<file path="config.mk">
export PLATFORM = sky130hd
export DESIGN_NAME = afe_frame_capture
export DESIGN_NICKNAME = d
export VERILOG_FILES = /design/src/rtl/afe_pkg.sv /design/src/rtl/afe_capture_fifo.sv /design/src/rtl/afe_frame_capture.sv
export SDC_FILE = /design/constraint.sdc
export NUM_CORES = 1
export LEC_CHECK = 0
export CAP_MARGIN = 20
export CORE_MARGIN = 5
export CORE_UTILIZATION = 50
export CTS_CLUSTER_SIZE = 16
export DETAILED_ROUTE_END_ITERATION = 6
export PLACE_DENSITY = 0.72
export SLEW_MARGIN = 10
export SYNTH_ARGS = -nofsm -noshare
export SYNTH_HDL_FRONTEND = slang
export SYNTH_SLANG_ARGS = --single-unit
export TNS_END_PERCENT = 50
</file>
<file path="constraint.sdc">
create_clock -name clk -period 4.9 [get_ports clk]
set_input_delay 0.49 -clock clk [delete_from_list [all_inputs] [get_ports clk]]
set_output_delay 0.49 -clock clk [all_outputs]
set_load 0.005 [all_outputs]
</file>
<file path="src/rtl/afe_pkg.sv">
// Shared constants for the AFE capture path: FSM state encodings and counter widths.
package afe_pkg;

    localparam int unsigned AFE_FRAME_CNT_W = 16;
    localparam int unsigned AFE_STATE_W     = 3;

    localparam logic [AFE_STATE_W-1:0] ST_IDLE      = 3'd0;
    localparam logic [AFE_STATE_W-1:0] ST_WAIT_SYNC = 3'd1;
    localparam logic [AFE_STATE_W-1:0] ST_DELAY     = 3'd2;
    localparam logic [AFE_STATE_W-1:0] ST_CAPTURE   = 3'd3;
    localparam logic [AFE_STATE_W-1:0] ST_HALT      = 3'd4;

endpackage

</file>
<file path="src/rtl/afe_capture_fifo.sv">
// Fall-through FIFO for captured samples; synchronous flush overrides push and pop.
module afe_capture_fifo #(
    parameter int unsigned WIDTH = 17,
    parameter int unsigned DEPTH = 16
) (
    input  logic             clk,
    input  logic             reset_n,
    input  logic             flush,
    input  logic             push,
    input  logic [WIDTH-1:0] push_data,
    input  logic             pop,
    output logic [WIDTH-1:0] head,
    output logic             empty,
    output logic             full
);

    localparam int unsigned AW      = $clog2(DEPTH);
    localparam logic [AW:0] PTR_ONE = {{AW{1'b0}}, 1'b1};

    logic [AW:0]      wr_ptr_q, wr_ptr_d;
    logic [AW:0]      rd_ptr_q, rd_ptr_d;
    logic [WIDTH-1:0] mem_q [DEPTH];
    logic             do_push;
    logic             do_pop;

    // Extra pointer bit distinguishes full from empty when the indices match.
    assign empty = (wr_ptr_q == rd_ptr_q);
    assign full  = (wr_ptr_q[AW-1:0] == rd_ptr_q[AW-1:0]) && (wr_ptr_q[AW] != rd_ptr_q[AW]);

    assign do_push = push && !full && !flush;
    assign do_pop  = pop && !empty && !flush;

    always_comb begin
        wr_ptr_d = wr_ptr_q;
        rd_ptr_d = rd_ptr_q;
        if (flush) begin
            wr_ptr_d = '0;
            rd_ptr_d = '0;
        end else begin
            if (do_push) wr_ptr_d = wr_ptr_q + PTR_ONE;
            if (do_pop)  rd_ptr_d = rd_ptr_q + PTR_ONE;
        end
    end

    always_ff @(posedge clk or negedge reset_n) begin
        if (!reset_n) begin
            wr_ptr_q <= '0;
            rd_ptr_q <= '0;
        end else begin
            wr_ptr_q <= wr_ptr_d;
            rd_ptr_q <= rd_ptr_d;
        end
    end

    always_ff @(posedge clk) begin
        if (do_push) mem_q[wr_ptr_q[AW-1:0]] <= push_data;
    end

    // Zero while empty so the stream reads clean after reset and flush.
    assign head = empty ? '0 : mem_q[rd_ptr_q[AW-1:0]];

endmodule

</file>
<file path="src/rtl/afe_frame_capture.sv">
// Sync-aligned AFE frame capture: waits for sync plus a fixed delay, then streams framed samples via a FIFO.
module afe_frame_capture
    import afe_pkg::*;
#(
    parameter int unsigned DATA_W       = 16,
    parameter int unsigned FRAME_LEN    = 1024,
    parameter int unsigned FIFO_DEPTH   = 16,
    parameter int unsigned SYNC_LATENCY = 4
) (
    input  logic                       clk,
    input  logic                       reset_n,
    input  logic                       arm,
    input  logic                       sync_in,
    input  logic [DATA_W-1:0]          adc_data,
    input  logic                       adc_valid,
    output logic [DATA_W-1:0]          out_data,
    output logic                       out_valid,
    output logic                       out_last,
    input  logic                       out_ready,
    output logic                       capturing,
    output logic                       overflow,
    output logic [AFE_FRAME_CNT_W-1:0] frame_count
);

    localparam logic [15:0] LAST_IDX   = 16'(FRAME_LEN - 1);
    localparam logic [7:0]  DELAY_LOAD = (SYNC_LATENCY == 0) ? 8'd0 : 8'(SYNC_LATENCY - 1);

    logic [AFE_STATE_W-1:0]     state_q, state_d;
    logic [7:0]                 delay_q, delay_d;
    logic [15:0]                index_q, index_d;
    logic [AFE_FRAME_CNT_W-1:0] frame_count_q, frame_count_d;
    logic                       overflow_q, overflow_d;
    logic                       capturing_q, capturing_d;

    logic                       fifo_flush;
    logic                       fifo_push;
    logic                       fifo_pop;
    logic                       fifo_full;
    logic                       fifo_empty;
    logic [DATA_W:0]            fifo_head;
    logic                       sample_last;

    assign sample_last = (index_q == LAST_IDX);

    always_comb begin
        state_d       = state_q;
        delay_d       = delay_q;
        index_d       = index_q;
        frame_count_d = frame_count_q;
        overflow_d    = overflow_q;
        capturing_d   = (state_q == ST_CAPTURE);
        fifo_flush    = 1'b0;
        fifo_push     = 1'b0;
        // Dropping arm wins over every other event, including a same-cycle push or sync.
        if (!arm) begin
            state_d       = ST_IDLE;
            delay_d       = '0;
            index_d       = '0;
            frame_count_d = '0;
            overflow_d    = 1'b0;
            fifo_flush    = 1'b1;
        end else begin
            case (state_q)
                ST_IDLE: state_d = ST_WAIT_SYNC;
                ST_WAIT_SYNC: begin
                    if (sync_in) begin
                        if (SYNC_LATENCY == 0) begin
                            state_d = ST_CAPTURE;
                        end else begin
                            state_d = ST_DELAY;
                            delay_d = DELAY_LOAD;
                        end
                    end
                end
                ST_DELAY: begin
                    if (delay_q == '0) state_d = ST_CAPTURE;
                    else               delay_d = delay_q - 8'd1;
                end
                ST_CAPTURE: begin
                    // Full is the pre-pop level, so a push against a full FIFO drops even if a pop coincides.
                    if (adc_valid) begin
                        if (fifo_full) begin
                            overflow_d = 1'b1;
                            state_d    = ST_HALT;
                        end else begin
                            fifo_push = 1'b1;
                            if (sample_last) begin
                                index_d       = '0;
                                frame_count_d = frame_count_q + 16'd1;
                            end else begin
                                index_d = index_q + 16'd1;
                            end
                        end
                    end
                end
                ST_HALT: state_d = ST_HALT;
                default: state_d = ST_IDLE;
            endcase
        end
    end

    always_ff @(posedge clk or negedge reset_n) begin
        if (!reset_n) begin
            state_q       <= ST_IDLE;
            delay_q       <= '0;
            index_q       <= '0;
            frame_count_q <= '0;
            overflow_q    <= 1'b0;
            capturing_q   <= 1'b0;
        end else begin
            state_q       <= state_d;
            delay_q       <= delay_d;
            index_q       <= index_d;
            frame_count_q <= frame_count_d;
            overflow_q    <= overflow_d;
            capturing_q   <= capturing_d;
        end
    end

    assign fifo_pop = out_valid && out_ready;

    afe_capture_fifo #(
        .WIDTH (DATA_W + 1),
        .DEPTH (FIFO_DEPTH)
    ) u_fifo (
        .clk       (clk),
        .reset_n   (reset_n),
        .flush     (fifo_flush),
        .push      (fifo_push),
        .push_data ({sample_last, adc_data}),
        .pop       (fifo_pop),
        .head      (fifo_head),
        .empty     (fifo_empty),
        .full      (fifo_full)
    );

    assign out_valid   = !fifo_empty;
    assign out_data    = fifo_head[DATA_W-1:0];
    assign out_last    = fifo_head[DATA_W];
    assign capturing   = capturing_q;
    assign overflow    = overflow_q;
    assign frame_count = frame_count_q;

endmodule
</file>
==> flow_summary_export.csv <==
group,metric,value,unit
status,status,"completed",
drt,dr.pass1.iters,4,
global_route,use_met3,3.57,%
synthesis,syn-cell-area,0.0135,sq mm
power_and_ir_drop,p_sw_share,20.2,%
synthesis,numSynthFlops,327,
sta,worst_slew_pin_slew,0.906,ns
global_route,overflow,0,
finish,largest_reg_flops,272,
synthesis,top_cell_area_share,60.6,%
finish,fin_nets,877,
placed_design,dp.cells,1151,
global_route,grt.met1_usage,27.3,%
global_route,grt.busiest_layer,"met2",
finish,antennaDiodeCount,0,
hold_path,hold_class,"input port to asynchronous set/reset pin",
clock_tree,path_clk_slew,0.06,ns
finish,sh_seq_area,60.4,%
sta,setup_viol,0,
synthesis,ys_sh_simple,6.89,%
critical_path,path_buffers,2,
power_and_ir_drop,p_int,4.66,mW
global_route,grt_max_degree,56,
finish,nFillCells,1930,
power_and_ir_drop,powerSeq,3.04,mW
finish,drive_gt1_share,22.4,%
critical_path,crit_slowest_cell,"dfrtp_4",
critical_path,endpoint,"out_last",
critical_path,path_delay_family,"multiplexers",
run,cap_violations,0,
global_route,grt_pass1_wl,45.1,mm
global_route,antenna_found_initial,0,
finish,seq_cells,327,
finish,comb_area,0.00382,sq mm
sta,whs,0.115,ns
die,initial_core_util,50.5,%
critical_path,critPathKind,"flop to output pin",
power_and_ir_drop,seq_power_share,52.0,%
synthesis,synthArstFlopShare,16.8,%
sta,max_freq,0.258,GHz
die,nWellTaps,341,
sta,rsz0062_at_grt,"false",
drt,wl,28.8,mm
drt,drt_iter0_markers,624,
critical_path,path_max_fanout,31,
global_route,grt_use_met2,31.8,%
synthesis,mux_share,14.6,%
synthesis,ys_cells,758,
critical_path,reg2reg_depth,7,
drt,antenna_left,0,
die,num_rows,60,
placed_design,dp_hpwl,16.2,mm
power_and_ir_drop,switchingPower,1.18,mW
power_and_ir_drop,power-top-group,"registers",
clock_tree,cts_resized,0,
synthesis,ys_area,0.0135,sq mm
finish,layout.cells.non_filler,1212,
finish,final_area,0.0158,sq mm
clock_tree,cts_setup_buffers,0,
drt,top_layer,"met4",
drt,num_vias,7310,
clock_tree,cts.path.max_buffers,3,
critical_path,end_kind,"output pin",
synthesis,syn_avg_cell_area,17.8,sq um
finish,largestClassByArea,"flip-flops and latches",
drt,drcViolationCount,0,
drt,via_per_inst,6.03,
die,fp.dieW,174,microns
critical_path,critical_path.startpoint_type,"flop",
critical_path,r2r_setup_slack,1.52,ns
die,io_pins,58,
placed_design,routabilityCongestion,0.785,
power_and_ir_drop,p_leak,5.12,nW
synthesis,xor_share,1.23,%
synthesis,synth_nets,789,
critical_path,max_stage_delay,0.83,ns
finish,comb-cell-share,24.1,%
synthesis,ys_warn_count,0,
sta,fin_ws,1.03,ns
power_and_ir_drop,p_total,5.84,mW
finish,clk_share,7.06,%
synthesis,top_cells_by_area,"edfxtp_1, mux4_2, dfrtp_1",
synthesis,synth_seq_share,70.8,%
placed_design,post-place-ws,1.44,ns
die,die-area,0.0304,sq mm
power_and_ir_drop,powerComb,0.246,mW
placed_design,post_dp_cell_area,0.0147,sq mm
finish,fin_util,59.1,%
synthesis,common_cells,"edfxtp_1, mux4_2, dfrtp_1",
drt,wl_per_cell,23.7,microns
die,fp.coreArea,0.0267,sq mm
clock_tree,cts-root-buf,"clkbuf_16",
clock_tree,cts_hold_buffers,0,
global_route,grt_pass1_vias,7479,
critical_path,crit_arrival,3.38,ns
power_and_ir_drop,power_density,370,mW/mm^2
synthesis,ys_types,52,
sta,setup_tns,0,ns
critical_path,r2r-start,"u_fifo.rd_ptr_q[0]",
power_and_ir_drop,p_comb_share,4.2,%
drt,wl_met1,12.3,mm
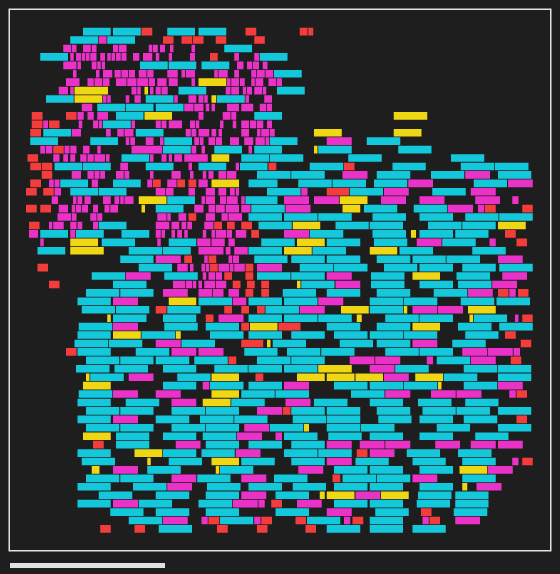
(placed cells, one colour a class)
Scale bar: 50 microns.
colour	class	cells
cyan	sequential cells	327
red	remaining buffers and delay cells	90
yellow	clock drivers and dummy loads	61
magenta	combinational and other logic	393

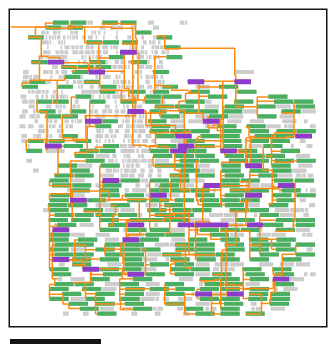
(clock wires, drivers and flops)
Scale bar: 50 microns.
[orange] clock wires | length: 3700 microns
[purple] clock drivers | count: 34
[green] flip-flops | count: 327
flops lie	spread over the die
Clock power frac: 43.8%
clock group power: 2.56 mW

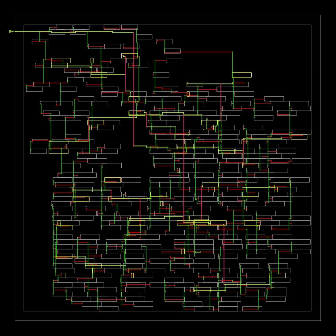
(clock nets)
clk ins delay skew pair: 0.51 ns
clk_skew: 0.0170 ns
total CTS buffers: 34

No activity file was given, so power comes from the tool's default toggle rates.
